Design drygascon128_seq_flat, sky130hd; sources not shown.
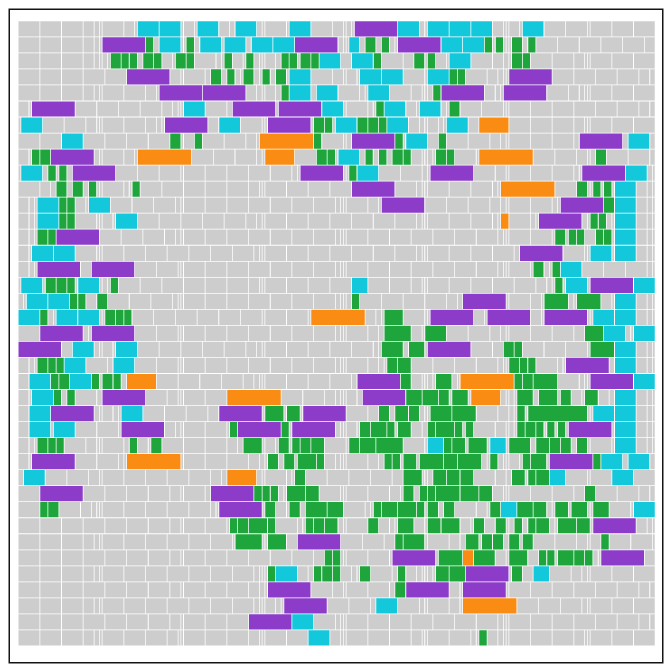
(images/placement_by_type.png)
Fill, decap, tap and diode cells in grey.
legend:
  orange:
    class: clock drivers and dummy loads
    cells: 16
    share_of_their_area: 7.2%
  green:
    class: combinational and other logic
    cells: 282
    share_of_their_area: 37%
  purple:
    class: sequential cells
    cells: 66
    share_of_their_area: 32%
  cyan:
    class: remaining buffers and delay cells
    cells: 105
    share_of_their_area: 25%
Core Rows: 39
core area: 11,500 µm²
fraction of area in registers: 0.303
post-route design area: 4360 µm²
final core occ: 0.381

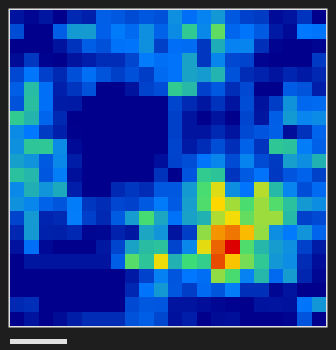
(images/metal_density.png)
Scale bar: 20 µm. The die is cut into 22 by 22 equal tiles; dark blue is low, red is high, scaled to the fullest tile. Values are wire area over tile area, all layers added.
emptiest ninth of the die: south-west
nearly empty tiles: 22%
mean over tiles: 0.12
WL final: 8820 µm
routed len/inst: 14.4 µm

==> impl_metrics.env <==
# implementation run metrics
export IMPL_diodes=0
export IMPL_synth_area_per_cell_um2=7.93
export IMPL_leakagePower_uw=0.00147
export IMPL_finalClockPeriodUsage=0.883
export IMPL_top_usage_layer="met2"
export IMPL_grt_pass1_wl_um=14900
export IMPL_yosys_cells=402
export IMPL_num_vias=3075
export IMPL_postSynthCellCount=402
export IMPL_clk_pin_slew_ns=0.05
export IMPL_crit_cells=5
export IMPL_layout_drive_gt1_share=0.0661
export IMPL_ys_chip_area_um2=3190
export IMPL_path_max_fanout=19
export IMPL_fp_nets=485
export IMPL_flop_cell="dfxtp_1"
export IMPL_final_cell_mix="clkdlybuf4s50_1, nand2_1, dfxtp_1"
export IMPL_grt_usage=0.157
export IMPL_report_final_slew_viol_count=0
export IMPL_setup_viol=0
export IMPL_dr_pass1_iters=5
export IMPL_nFillCells=1190
export IMPL_hold_slack_ns=0.250
export IMPL_power_density_nw_per_um2=796
export IMPL_cp_num_buf_inv=0
export IMPL_area_growth_pct=36.9
export IMPL_drc=0
export IMPL_ctsHtreeMaxLevel=3
export IMPL_dp_hpwl_um=6050
export IMPL_chipWidth_um=111
export IMPL_post_cts_resized=0
export IMPL_warning_count=27
export IMPL_critPathSlowestCell="dfxtp_1"
export IMPL_cts_made_buffers=9
export IMPL_grt_max_degree=55
export IMPL_status="finished, final reports clean"
export IMPL_tightest_slew_ns=0.873
export IMPL_clkSinkCount=66
export IMPL_ys_seq_frac=0.415
[cell usage after synthesis (2+ instances only)]
master	instances
o2bb2ai_1	2
xnor2_1	4
or4_1	2
and3_1	3
ha_1	3
inv_1	4
o41ai_1	3
a32o_1	2
o31ai_1	3
xor2_1	2
o21ai_0	8
clkbuf_1	16
o211ai_1	3
nand2_1	93
or3_1	3
nand2b_1	5
buf_2	2
buf_4	34
a21oi_1	55
nor4_1	2
dfxtp_1	66
o221a_2	4
nor2b_1	4
nor3_1	8
a211oi_1	3
nor3b_1	4
nand4_1	4
nand3_1	9
nor2_1	25
[cell type report]
cell class              count  area share
inverters                   5     0.00430
clock buffers              15      0.0682
flip-flops and latches     66       0.303
clock inverters             1     0.00115
multi-input cells         277       0.346
repair buffers            105       0.236
well taps                 143      0.0410
[power breakdown]
part	total, µW	leakage (µW)	internal, µW	switching (µW)
Sequential	1210	0.000534	1020	185
Clock	1040	0.000152	671	373
Combinational	1220	0.000781	611	613
Total	3480	0.00147	2300	1170
[per-layer routing]
layer,part of all wire,vias up
met5,0,-
met1,0.43,1438
met3,0.078,14
li1,-,1486
met2,0.46,137
met4,0.024,0
[worst min-delay path: cells and delay by family, from the launching register on]
kind | cells | cell delay, ns
flip-flops | 1 | 0.30
AND/OR/NAND/NOR | 1 | 0.05
AND-OR/OR-AND | 1 | 0.05
[through the flow]
stage | instances | util | total power [µW] | worst slack (ns)
2_1_floorplan | 402 | - | 1980 | 0.681
3_3_place_gp | 596 | 0.354 | 2400 | 0.120
3_5_place_dp | 596 | 0.354 | 2440 | 0.0673
4_1_cts | 612 | 0.381 | 3500 | 0.359
5_1_grt | 612 | 0.381 | 3700 | 0.140
6_report | 612 | 0.381 | 3480 | 0.351
[logic make-up after synthesis]
family	after synthesis	share of synthesized area
other	1	0.00118
AOI/OAI and AO/OA	95	0.189
muxes	1	0.00314
DFF	66	0.415
and+or+nand+nor	171	0.251
buffers and inverters	59	0.113
adders and majority gates	3	0.0118
xor gates and xnor gates	6	0.0165
No activity file was given, so power comes from the tool's default toggle rates.
